===== src/rtl/ascon_aead128_pkg.sv =====
// Shared Ascon-AEAD128 types and constants, including the permutation round sequencer's.
// PERM_CTRL_DUAL_ROUND_EN selects two rounds per cycle (RND_STEP=2) instead of one.
package ascon_aead128_pkg;

    typedef logic [3:0] round;

    typedef enum logic {
        P12 = 1'b0,
        P8  = 1'b1
    } perm_mode;

    typedef enum logic [1:0] {
        IDLE = 2'd0,
        RUN  = 2'd1,
        DONE = 2'd2
    } perm_ctrl_fsm;

    localparam round P12_FIRST_RND = 4'h4;
    localparam round P8_FIRST_RND  = 4'h8;
    localparam round LAST_RND      = 4'hF;

`ifdef PERM_CTRL_DUAL_ROUND_EN
    localparam round RND_STEP = 4'd2;
`else
    localparam round RND_STEP = 4'd1;
`endif

    // Index held in the counter on the final RUN cycle; the counter never steps past it.
    localparam round RUN_LAST_RND = LAST_RND - RND_STEP + 4'd1;

    function automatic round first_rnd(perm_mode mode);
        return (mode == P8) ? P8_FIRST_RND : P12_FIRST_RND;
    endfunction

    function automatic logic [7:0] const_add(round rnd);
        return {4'h3 - rnd, rnd - 4'h4};
    endfunction

endpackage


===== src/rtl/perm_ctrl_if.sv =====
// Requester/datapath-facing signal bundle of the permutation round sequencer.
// rnd1_o exists only when PERM_CTRL_DUAL_ROUND_EN is defined.
interface perm_ctrl_if;
    import ascon_aead128_pkg::*;

    logic     start_i;
    perm_mode mode_i;
    logic     clear_i;
    logic     ready_o;
    logic     busy_o;
    round     rnd_o;
`ifdef PERM_CTRL_DUAL_ROUND_EN
    round     rnd1_o;
`endif
    logic     rnd_en_o;
    logic     done_o;

`ifdef PERM_CTRL_DUAL_ROUND_EN
    modport master (output start_i, mode_i, clear_i,
                    input  ready_o, busy_o, rnd_o, rnd1_o, rnd_en_o, done_o);
    modport slave  (input  start_i, mode_i, clear_i,
                    output ready_o, busy_o, rnd_o, rnd1_o, rnd_en_o, done_o);
`else
    modport master (output start_i, mode_i, clear_i,
                    input  ready_o, busy_o, rnd_o, rnd_en_o, done_o);
    modport slave  (input  start_i, mode_i, clear_i,
                    output ready_o, busy_o, rnd_o, rnd_en_o, done_o);
`endif

endinterface


===== src/rtl/perm_ctrl.sv =====
// Ascon p^12 / p^8 round sequencer: one round index (or pair) per cycle, all outputs registered.
// PERM_CTRL_DUAL_ROUND_EN enables the two-rounds-per-cycle variant with rnd1_o.
module perm_ctrl
    import ascon_aead128_pkg::*;
(
    input  logic      clk,
    input  logic      rst,
    perm_ctrl_if.slave bus
);

    perm_ctrl_fsm state_q, state_d;
    round         cnt_q, cnt_d;
    logic         ready_q, busy_q, rnd_en_q, done_q;
`ifdef PERM_CTRL_DUAL_ROUND_EN
    round         rnd1_q;
`endif

    always_comb begin
        // NOTE: every signal assigned here gets a default first, so no path can infer a latch.
        state_d = state_q;
        cnt_d   = cnt_q;
        if (bus.clear_i) begin
            state_d = IDLE;
            cnt_d   = '0;
        end else begin
            case (state_q)
                IDLE, DONE: begin
                    if (bus.start_i) begin
                        state_d = RUN;
                        cnt_d   = first_rnd(bus.mode_i);
                    end else begin
                        state_d = IDLE;
                        cnt_d   = '0;
                    end
                end
                RUN: begin
                    if (cnt_q == RUN_LAST_RND) begin
                        state_d = DONE;
                        cnt_d   = '0;
                    end else begin
                        cnt_d = cnt_q + RND_STEP;
                    end
                end
                default: begin
                    state_d = IDLE;
                    cnt_d   = '0;
                end
            endcase
        end
    end

    // Outputs are decoded from next state, so they line up with state_q without a comb path from inputs.
    always_ff @(posedge clk or posedge rst) begin
        // NOTE: sequential state uses non-blocking assignments only, avoiding evaluation-order races.
        if (rst) begin
            state_q  <= IDLE;
            cnt_q    <= '0;
            ready_q  <= 1'b1;
            busy_q   <= 1'b0;
            rnd_en_q <= 1'b0;
            done_q   <= 1'b0;
`ifdef PERM_CTRL_DUAL_ROUND_EN
            rnd1_q   <= '0;
`endif
        end else begin
            state_q  <= state_d;
            cnt_q    <= cnt_d;
            ready_q  <= (state_d != RUN);
            busy_q   <= (state_d == RUN);
            rnd_en_q <= (state_d == RUN);
            done_q   <= (state_d == DONE);
`ifdef PERM_CTRL_DUAL_ROUND_EN
            rnd1_q   <= (state_d == RUN) ? cnt_d + 4'd1 : '0;
`endif
        end
    end

    assign bus.ready_o  = ready_q;
    assign bus.busy_o   = busy_q;
    assign bus.rnd_o    = cnt_q;
    assign bus.rnd_en_o = rnd_en_q;
    assign bus.done_o   = done_q;
`ifdef PERM_CTRL_DUAL_ROUND_EN
    assign bus.rnd1_o   = rnd1_q;
`endif

endmodule

===== src/flat_wrapper.sv =====
// flat-port wrapper written by rule: the top's interface ports become plain ports
module perm_ctrl_flat import ascon_aead128_pkg::*;
  (clk, rst, bus_start_i, bus_mode_i, bus_clear_i, bus_ready_o, bus_busy_o, bus_rnd_o, bus_rnd_en_o, bus_done_o);
  perm_ctrl_if bus_i ();
  input  logic clk;
  input  logic rst;
  input wire logic [$bits(bus_i.start_i)-1:0] bus_start_i;
  input wire logic [$bits(bus_i.mode_i)-1:0] bus_mode_i;
  input wire logic [$bits(bus_i.clear_i)-1:0] bus_clear_i;
  output wire logic [$bits(bus_i.ready_o)-1:0] bus_ready_o;
  output wire logic [$bits(bus_i.busy_o)-1:0] bus_busy_o;
  output wire logic [$bits(bus_i.rnd_o)-1:0] bus_rnd_o;
  output wire logic [$bits(bus_i.rnd_en_o)-1:0] bus_rnd_en_o;
  output wire logic [$bits(bus_i.done_o)-1:0] bus_done_o;
  assign bus_i.start_i = bus_start_i;
  assign bus_i.mode_i = bus_mode_i;
  assign bus_i.clear_i = bus_clear_i;
  assign bus_ready_o = bus_i.ready_o;
  assign bus_busy_o = bus_i.busy_o;
  assign bus_rnd_o = bus_i.rnd_o;
  assign bus_rnd_en_o = bus_i.rnd_en_o;
  assign bus_done_o = bus_i.done_o;
  perm_ctrl u_core (.clk(clk), .rst(rst), .bus(bus_i));
endmodule

===== config.mk =====
export PLATFORM = sky130hd
export DESIGN_NAME = perm_ctrl_flat
export DESIGN_NICKNAME = d
export VERILOG_FILES = /design/src/rtl/ascon_aead128_pkg.sv /design/src/rtl/perm_ctrl_if.sv /design/src/rtl/perm_ctrl.sv /design/src/flat_wrapper.sv
export SDC_FILE = /design/constraint.sdc
export NUM_CORES = 1
export LEC_CHECK = 0
export ABC_CLOCK_PERIOD_IN_PS = 1350
export CAP_MARGIN = 20
export CORE_AREA = 2 2 39 41
export DETAILED_ROUTE_END_ITERATION = 10
export DIE_AREA = 0 0 41 43
export PLACE_DENSITY_LB_ADDON = 0.05
export RECOVER_POWER = 100
export SLEW_MARGIN = 20
export SYNTH_ARGS = -nofsm -noshare
export SYNTH_HDL_FRONTEND = slang
export SYNTH_SLANG_ARGS = --single-unit

===== constraint.sdc =====
create_clock -name clk -period 1.35 [get_ports clk]
set_input_delay 0.27 -clock clk [delete_from_list [all_inputs] [get_ports clk]]
set_output_delay 0.27 -clock clk [all_outputs]
set_load 0.1 [all_outputs]

**Run 1: clock nets**

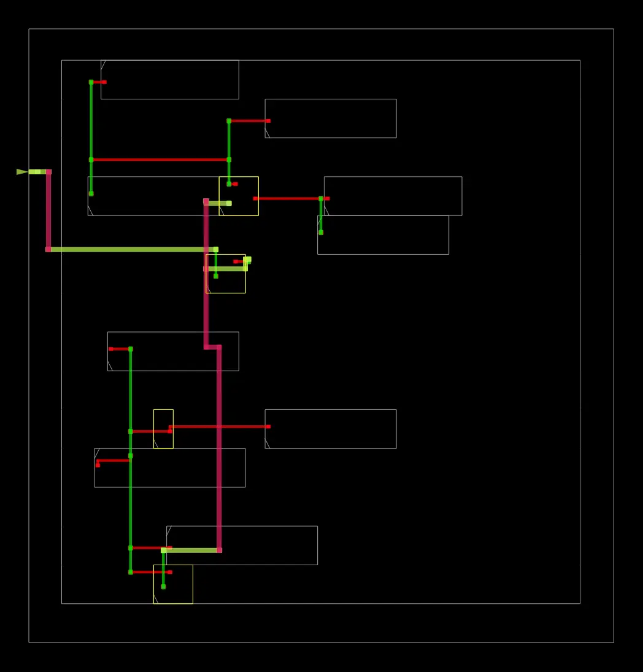
clk ins delay skew pair: 0.26 ns
cts bufs inserted: 3

**Run 1: supply network**

Bar = 10 um. Pins as bars on the die edge.
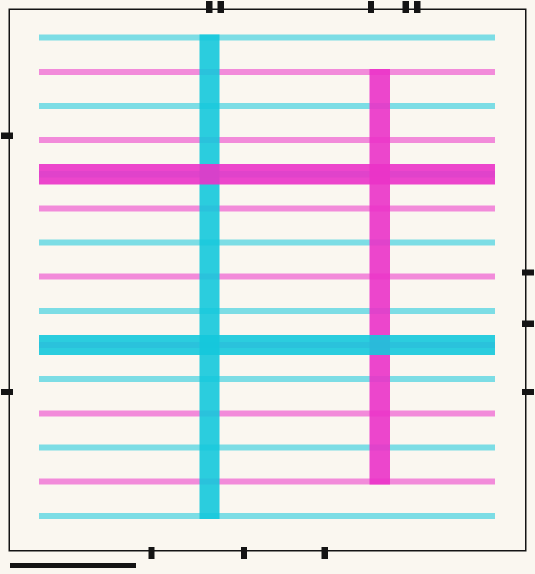
VSS: drawn in cyan. VDD: drawn in magenta.
15 met1 rails follow the rows. 13 signal pins sit on the boundary. 2 straps on met5. The core has 14 rows. 2 straps on met4.
Core ar.: 0.00138 mm2
die extent in y: 43 um
die width: 41 um
worst ir drop on vdd: 0.438 mV

**Run 1: the metal 2 layer**

Bar = 10 um.
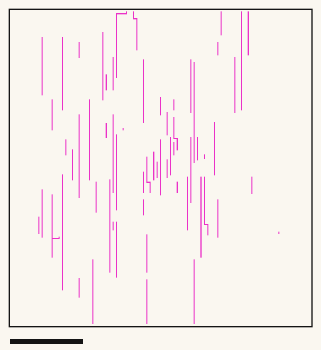
The longest straight run is 15.6 um. The layer holds 46% of the routed length. The layer carries 356 um of wire. 51 nets have wire on it. The wires run mostly vertical.
Vias: 292
Total Wirelength: 771 um

==> summary.txt, run 1 <==
yosys + openroad results -> status complete, no violations, Comb gates 21, DRC viols 0, Inverters 1, Synth area leader dfrtp_1, unrepaired setup endpoints after global routing no, crit end category output pin, vias in the first global route 317, Min-Delay Path Class input pin to async pin, clock-cell share of area 4.44%, first-pass GRT wire length roughly 1300 um, # IOs 13, M3 GR Usage 3.66%, Logic pwr share roughly a quarter, combinational share of cell area a little over a quarter, Post-synth top cells dfrtp_1 (8), a21oi_1 (3), nand3_1 (2), nor3b_2 (2), xor2_1 (2), Global Route Usage Sum a little under an eighth, Reg area 235 um2, clk root buf clkbuf_4, relative slew slack 77.4%, metal2 WL 355 um, Fmax 787 MHz, R2R cell count 4, aoi share under 10%, Setup-failing EPs final 0, flip-flops 9, dpl cells roughly 60, tap cell count 16, clk sink count 9, Max FO, Critical Path 1, FP Core Util between 30% and 40%, total internal power 0.453 mW, drt pass-1 iters 5, yosys stat area ~420 um2, Cell Pwr Density 1150 mW/mm2, CTS tree built, yosys xor share 4.20%, Commonest flop dfrtp_1, Signal buffers 13, total sequential power ~0.3 mW, wire length on met1 332 um, Die Footprint 0.00176 mm2, Max Transition Viols Final 0, OpenROAD warnings 26, diode count 0, P_leak 0.271 nW, critical path depth in cells 1, final core occ 42.8%, sw frac 33.5%, Clk pwr share roughly 30%, number of library cell types mapped by synthesis 21, EDFF count, synth 0, Vias/cell about 4.6, crit start category register, Critical Path Start u_core.bus.ready_o$_DFF_PP1_, Post-CTS Resized 0, clk buf depth 2, # Cells Yosys 33, final-stage net count about 55, combinational cell power around 0.18 mW, Seq share, synth 54.4%, Power Clock 0.204 mW, largest net degree at the start of global routing 10, Synth logic family simple AND/OR/NAND/NOR gates, DR WL met3 52 um, Worst path top cell family by delay flip-flops, Top class by area flip-flops and latches, post-CTS setup repair buffer count 0, Clock transition at path regs 0.06 ns, Synth Area in Simple Gates 23.4%, hold buffer count at cts 0, Design Area, Final about 590 um2, area grow syn2layout 42.0%, crit path kind register to output pin, global route overflow 0, syn_area_per_cell 12.6 um2, most used routing layer met1, max cap viols 0, dominant cells by area after synthesis dfrtp_1 (48%), dfstp_2 (6.3%), nor3b_2 (6.0%), Critical path buffers and inverters 1, H-Tree Depth 1, total number of yosys warnings 0, input/output buffers 12, Post-synth regs 9, pre-CTS WS 0.160 ns, Syn Std Cell Area 417 um2, Pwr Total ~0.7 mW, Top cell area share 48.0%, adder share 3.00%, worst-path cell chain buf_6, Top Layer Used met4, mux contribution to synthesized area 0%, Top pwr grp registers, Tcrit/Tclk final 94.1%, row count 14
-- run 1: sequential cells by signal, summed over array words and instances, names as in the netlist --
| signal | flops |
|---|---|
| u_core.bus.rnd_o | 4 |
| u_core.state_q | 2 |
| u_core.bus.busy_o | 1 |
| u_core.bus.done_o | 1 |
| u_core.bus.ready_o | 1 |
-- run 1: worst paths after layout --
path / to / slack (ns)
setup / recovery: bus_ready_o / 0.08
hold / removal: u_core.state_q[1]$_DFF_PP0_ / 0.41
setup reg to reg: u_core.bus.rnd_o[2]$_DFF_PP0_ / 0.12
hold reg to reg: u_core.bus.rnd_o[0]$_DFF_PP0_ / 0.52
max in group asynchronous: u_core.bus.ready_o$_DFF_PP1_ / 0.65
min in group clk: u_core.bus.rnd_o[0]$_DFF_PP0_ / 0.52
**Run 1: the metal 3 layer**

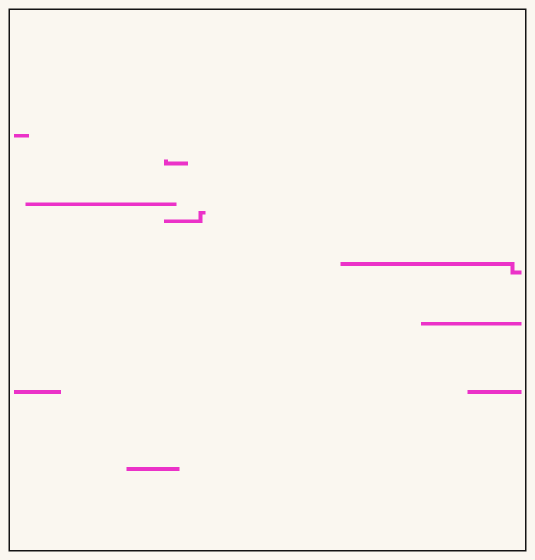

--- run 2 (diff from run 1) ---
--- a/config.mk
+++ b/config.mk
@@ -12,7 +12,8 @@
 export DIE_AREA = 0 0 41 43
 export PLACE_DENSITY_LB_ADDON = 0.05
 export RECOVER_POWER = 100
-export SLEW_MARGIN = 20
+export REMOVE_ABC_BUFFERS = 1
+export SKIP_LAST_GASP = 1
 export SYNTH_ARGS = -nofsm -noshare
 export SYNTH_HDL_FRONTEND = slang
 export SYNTH_SLANG_ARGS = --single-unit
**Run 2: the metal 3 layer**

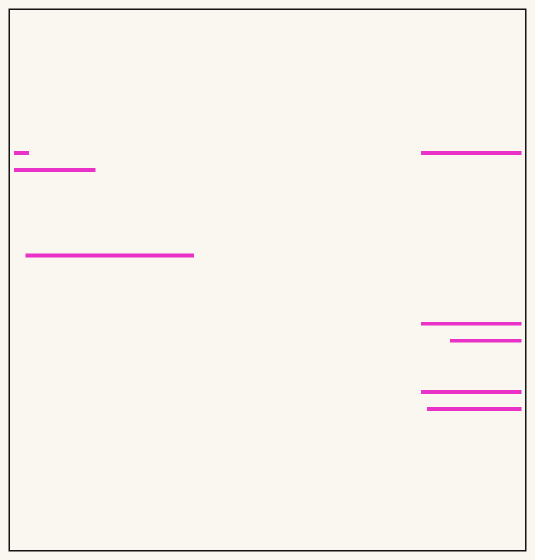
The longest straight run is 13.1 um. The wires run mostly horizontal. The layer holds 6.7% of the routed length. The layer carries 56.0 um of wire.
M3 GR Usage: 4.71%
Vias: 312
Total Wirelength: 831 um

==> run 2 against run 1 <==
Critical path depth unchanged. Routed wire length up 7.8%. Global-route usage up 0.89 points. Combinational power down 3%. Total power down 2.0%. Die size unchanged. Fmax up 0.19%. Register-to-register slack better by 0.14 ns. Utilization down 3.0 points. Sequential power down 2%.
==> summary.txt, run 2 <==
yosys + openroad results -> worst-path cell chain buf_6 (unchanged), total number of yosys warnings 0 (unchanged), yosys stat area 417 um2 (unchanged), FP Core Util 30.1% (unchanged), Tcrit/Tclk final 93.9% (was 94.1%), metal2 WL 429 um (was 355 um), critical path's slowest cell dfstp_2 (unchanged), Crit Reg-Reg Endpoint u_core.bus.rnd_o[2]$_DFF_PP0_ (unchanged), final core occ 39.8% (was 42.8%), Iter 0 DRT Violations 1 (was 8), Synth Area in Simple Gates 23.4% (unchanged), input/output buffers 12 (unchanged), most frequent cells in the layout dfrtp_1 (8), clkbuf_4 (6), buf_4 (5) (was clkbuf_4 (5), dfrtp_1 (5), a21oi_1 (3), clkdlybuf4s50_1 (3), buf_6 (3)), critical path depth in cells 1 (unchanged), filler cell count 148 (was 147), worst ir drop on vdd 0.559 mV (was 0.438 mV), crit end category output pin (unchanged), Post-CTS Resized 0 (unchanged), diode count 0 (unchanged), Max Transition Viols Final 0 (unchanged), max cap viols 0 (unchanged), Clock transition at path regs 0.06 ns (about the same), most used routing layer met1 (unchanged), Seq share, synth 54.4% (unchanged), Vias/cell 4.80 (was 4.56), DRT antenna net count 0 (unchanged), vias in the first global route 302 (was 317), cts bufs inserted 3 (unchanged), crit start category register (unchanged), # IOs 13 (unchanged), crit path kind register to output pin (unchanged), dpl cells 61 (was 60), Cell Pwr Density 1210 mW/mm2 (was 1150 mW/mm2), R2R cell count 4 (unchanged), Post-synth regs 9 (unchanged), pre-CTS WS 0.141 ns (was 0.160 ns), DRC viols 0 (unchanged), P_leak 0.270 nW (was 0.271 nW), hold buffer count at cts 0 (unchanged), Worst path top cell family by delay flip-flops (unchanged), Top Layer Used met4 (unchanged), Syn Std Cell Area 417 um2 (unchanged), Pwr Total 0.667 mW (was 0.680 mW), aoi share 9.61% (unchanged), die width 41 um (unchanged), worst reg2reg startpoint u_core.bus.rnd_o[1]$_DFF_PP0_ (was u_core.bus.rnd_o[0]$_DFF_PP0_), Min-Delay Path Class input pin to async pin (unchanged), row count 14 (unchanged), Critical path buffers and inverters 1 (unchanged), Core ar. 0.00138 mm2 (unchanged), top-count cell post-synth dfrtp_1 (unchanged), Global Route Usage Sum 12.7% (was 11.8%), Least-Margin Pin Slew 0.342 ns (was 0.339 ns), unrepaired setup endpoints after global routing no (unchanged), Die Footprint 0.00176 mm2 (unchanged), yosys xor share 4.20% (unchanged), Final Hold Viols 0 (unchanged), area grow syn2layout 32.1% (was 42.0%), drt pass-1 iters 2 (was 5), # Cells Yosys 33 (unchanged), mux contribution to synthesized area 0% (unchanged), Fmax 789 MHz (was 787 MHz), Post-synth top cells dfrtp_1 (8), a21oi_1 (3), nand3_1 (2), nor3b_2 (2), xor2_1 (2) (unchanged), Commonest flop dfrtp_1 (unchanged), OpenROAD warnings 25 (was 26), wire length on met1 338 um (was 332 um), clk root buf clkbuf_4 (unchanged), layout cells sized above 1 34.7% (was 45.8%), DR WL met3 56 um (was 52 um), first-pass GRT wire length 1380 um (was 1340 um), status complete, no violations (unchanged), Worst R2R Setup Slack 0.26 ns (was 0.12 ns), largest net degree at the start of global routing 10 (unchanged), adder share 3.00% (unchanged), global route overflow 0 (unchanged), Setup-failing EPs final 0 (unchanged), Top cell area share 48.0% (unchanged), clk buf depth 2 (unchanged), Design Area, Final 551 um2 (was 592 um2), die extent in y 43 um (unchanged), Clock Skew 0.00193 ns (was 0.00222 ns), dominant cells by area after synthesis dfrtp_1 (48%), dfstp_2 (6.3%), nor3b_2 (6.0%) (unchanged), syn_area_per_cell 12.6 um2 (unchanged), Max FO, Critical Path 1 (unchanged), Largest register FFs 4 (unchanged), final worst path period need 1.27 ns (about the same), number of library cell types mapped by synthesis 21 (unchanged), post-CTS setup repair buffer count 0 (unchanged), relative slew slack 77.2% (was 77.4%), final-stage net count 56 (was 55), DP Area 633 um2 (was 639 um2), CTS tree built (unchanged), Critical Path Start u_core.bus.ready_o$_DFF_PP1_ (unchanged), EDFF count, synth 0 (unchanged), H-Tree Depth 1 (unchanged), CP endpoint bus_ready_o (unchanged), Synth logic family simple AND/OR/NAND/NOR gates (unchanged), routed length per instance 12.8 um (was 12.0 um), Synth area leader dfrtp_1 (unchanged)
**Run 2: clock nets**

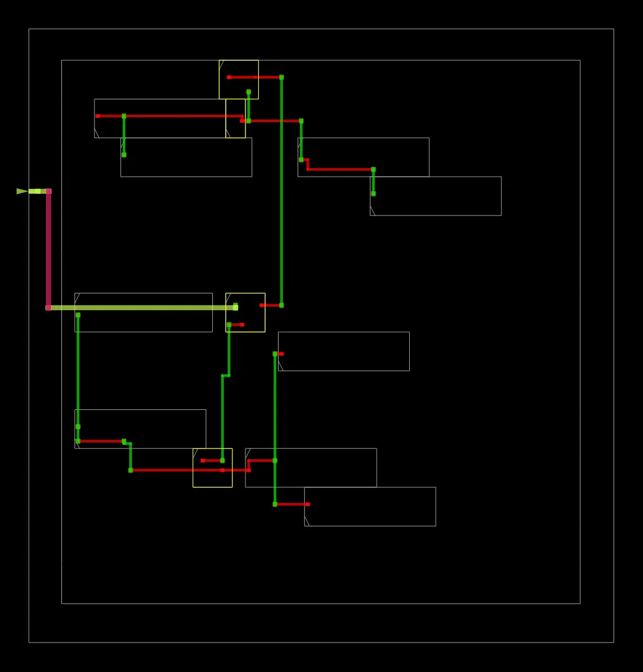
Power Clock: 0.201 mW
clock buffers: 4
clk sink count: 9
clk ins delay skew pair: 0.25 ns

==> run 2: logic make-up after synthesis <==
kind of cell,after synthesis
buffers and inverters,3
AND-OR/OR-AND,6
AND/OR/NAND/NOR,12
flip-flops,9
XOR/XNOR,2
adder cells (fa/ha/maj),1
==> run 2: final cells by class <==
| class | instances | area [um2] | share of cell area, % |
|---|---|---|---|
| Clock buffer | 4 | 26.3 | 4.77 |
| Inverter | 1 | 3.75 | 0.682 |
| Multi-Input combinational cell | 21 | 151 | 27.5 |
| Sequential cell | 9 | 226 | 41.1 |
| Tap cell | 16 | 20.0 | 3.64 |
| Timing Repair Buffer | 14 | 123 | 22.3 |
==> run 2: report_power, final <==
part	total [mW]	switching, mW	internal (mW)
clock network	0.201	0.0874	0.113
logic	0.173	0.126	0.0465
registers	0.293	0.00885	0.284
total	0.667	0.223	0.444
--- run 3 (diff from run 2) ---
--- a/config.mk
+++ b/config.mk
@@ -17,3 +17,4 @@
 export SYNTH_ARGS = -nofsm -noshare
 export SYNTH_HDL_FRONTEND = slang
 export SYNTH_SLANG_ARGS = --single-unit
+export TNS_END_PERCENT = 30
**Run 3: clock nets**

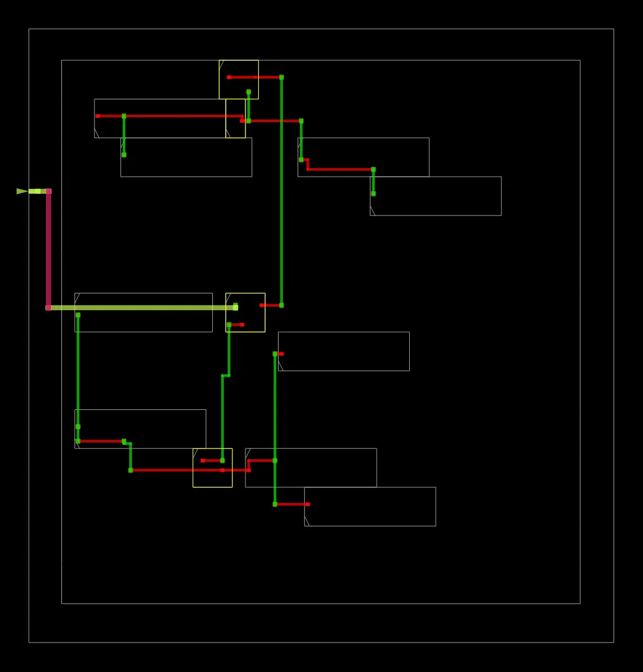
flip-flops: 9
Clock Skew: 0.00193 ns

==> run 3 against run 2 <==
Setup slack unchanged. Register-to-register slack about the same. Hold slack unchanged. Critical path type unchanged. Combinational power about the same. Critical path depth unchanged. Clock skew unchanged. Non-clock buffer count unchanged. Largest power group unchanged.
==> summary.txt, run 3 <==
yosys + openroad results -> status complete, no violations (unchanged), flop share of the area 41.1% (unchanged), area grow syn2layout 32.1% (unchanged), Tcrit/Tclk final 93.9% (unchanged), Top class by area flip-flops and latches (unchanged), worst ir drop on vdd 0.559 mV (unchanged), post-CTS setup repair buffer count 0 (unchanged), Critical path buffers and inverters 1 (unchanged), crit path kind register to output pin (unchanged), Vias/cell 4.80 (unchanged), Worst R2R Setup Slack 0.26 ns (about the same), max cap viols 0 (unchanged), die extent in y 43 um (unchanged), Worst path top cell family by delay flip-flops (unchanged), yosys stat area 417 um2 (unchanged), worst reg2reg startpoint u_core.bus.rnd_o[1]$_DFF_PP0_ (unchanged), clock buffers 4 (unchanged), Final Hold Viols 0 (unchanged), Cell Pwr Density 1210 mW/mm2 (unchanged), final core occ 39.8% (unchanged), first-pass GRT wire length 1380 um (unchanged), critical path depth in cells 1 (unchanged), Setup-failing EPs final 0 (unchanged), Post-CTS Resized 0 (unchanged), EDFF count, synth 0 (unchanged), Min-Delay Path Class input pin to async pin (unchanged), DRT antenna net count 0 (unchanged), global route overflow 0 (unchanged), top-count cell post-synth dfrtp_1 (unchanged), drt pass-1 iters 2 (unchanged), Iter 0 DRT Violations 1 (unchanged), tap cell count 16 (unchanged), die width 41 um (unchanged), Seq share, synth 54.4% (unchanged), adder share 3.00% (unchanged), crit end category output pin (unchanged), Largest register FFs 4 (unchanged), Crit Reg-Reg Endpoint u_core.bus.rnd_o[2]$_DFF_PP0_ (unchanged), hold buffer count at cts 0 (unchanged), vias in the first global route 302 (unchanged), pre-CTS WS 0.141 ns (unchanged), syn_area_per_cell 12.6 um2 (unchanged), Clock transition at path regs 0.06 ns (about the same), Least-Margin Pin Slew 0.342 ns (unchanged), clk root buf clkbuf_4 (unchanged), aoi share 9.61% (unchanged), # Cells Yosys 33 (unchanged), total number of yosys warnings 0 (unchanged), clk sink count 9 (unchanged), critical path's slowest cell dfstp_2 (unchanged), mux contribution to synthesized area 0% (unchanged), Inverters 1 (unchanged), Syn Std Cell Area 417 um2 (unchanged), Post-synth regs 9 (unchanged), Pwr Total 0.667 mW (unchanged), clock-cell share of area 4.77% (unchanged), R2R cell count 4 (unchanged), Synth Area in Simple Gates 23.4% (unchanged), combinational share of cell area 27.5% (unchanged), number of library cell types mapped by synthesis 21 (unchanged), Max FO, Critical Path 1 (unchanged), CTS tree built (unchanged), input/output buffers 12 (unchanged), Top cell area share 48.0% (unchanged), Synth logic family simple AND/OR/NAND/NOR gates (unchanged), final-stage net count 56 (unchanged), cts bufs inserted 3 (unchanged), Post-synth top cells dfrtp_1 (8), a21oi_1 (3), nand3_1 (2), nor3b_2 (2), xor2_1 (2) (unchanged), unrepaired setup endpoints after global routing no (unchanged), Reg area 226 um2 (unchanged), clk ins delay skew pair 0.25 ns (about the same), Fmax 789 MHz (unchanged), DRC viols 0 (unchanged), crit start category register (unchanged), Die Footprint 0.00176 mm2 (unchanged), Commonest flop dfrtp_1 (unchanged), logic area 151 um2 (unchanged), OpenROAD warnings 25 (unchanged), worst-path cell chain buf_6 (unchanged), Comb gates 21 (unchanged), Vias 312 (unchanged), buffering overhead 22.3% (unchanged), H-Tree Depth 1 (unchanged), Synth area leader dfrtp_1 (unchanged), P_leak 0.270 nW (unchanged), yosys xor share 4.20% (unchanged), CP endpoint bus_ready_o (unchanged), final worst path period need 1.27 ns (unchanged), FP Core Util 30.1% (unchanged), Critical Path Start u_core.bus.ready_o$_DFF_PP1_ (unchanged), Core ar. 0.00138 mm2 (unchanged), # IOs 13 (unchanged), Total Wirelength 831 um (unchanged)
**Run 3: the metal 3 layer**

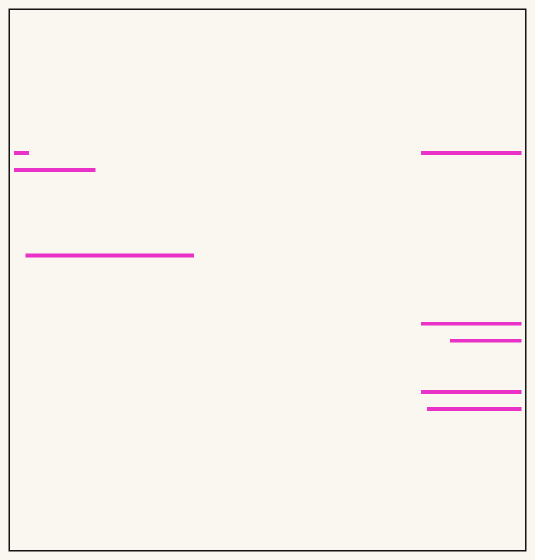
The wires run mostly horizontal. 7 nets have wire on it. The layer holds 6.7% of the routed length. The longest straight run is 13.1 um.

[run 3: cell counts after synthesis]
No cell type changed its count.
[run 3: where the power goes]
| part | leakage [nW] | switching, mW | internal, mW |
|---|---|---|---|
| clock network | 0.0150 | 0.0874 | 0.113 |
| logic | 0.136 | 0.126 | 0.0465 |
| registers | 0.119 | 0.00885 | 0.284 |
| total | 0.270 | 0.223 | 0.444 |
[run 3: per-stage QoR]
step	hold slack (ns)	cell area, um2
floorplan	0.0972	398
global placement	0.552	633
detailed placement	0.560	633
CTS	0.284	659
global route	0.436	551
finish	0.415	551
[run 3: routing by layer]
metal	track usage, %	up-vias	part of all wire (%)
met2	15.9	7	52
li1	-	146	-
met3	4.71	2	6.7
met5	0	-	0
met1	16.8	157	41
met4	10.0	0	0.96
Power and IR drop assume default switching activity.
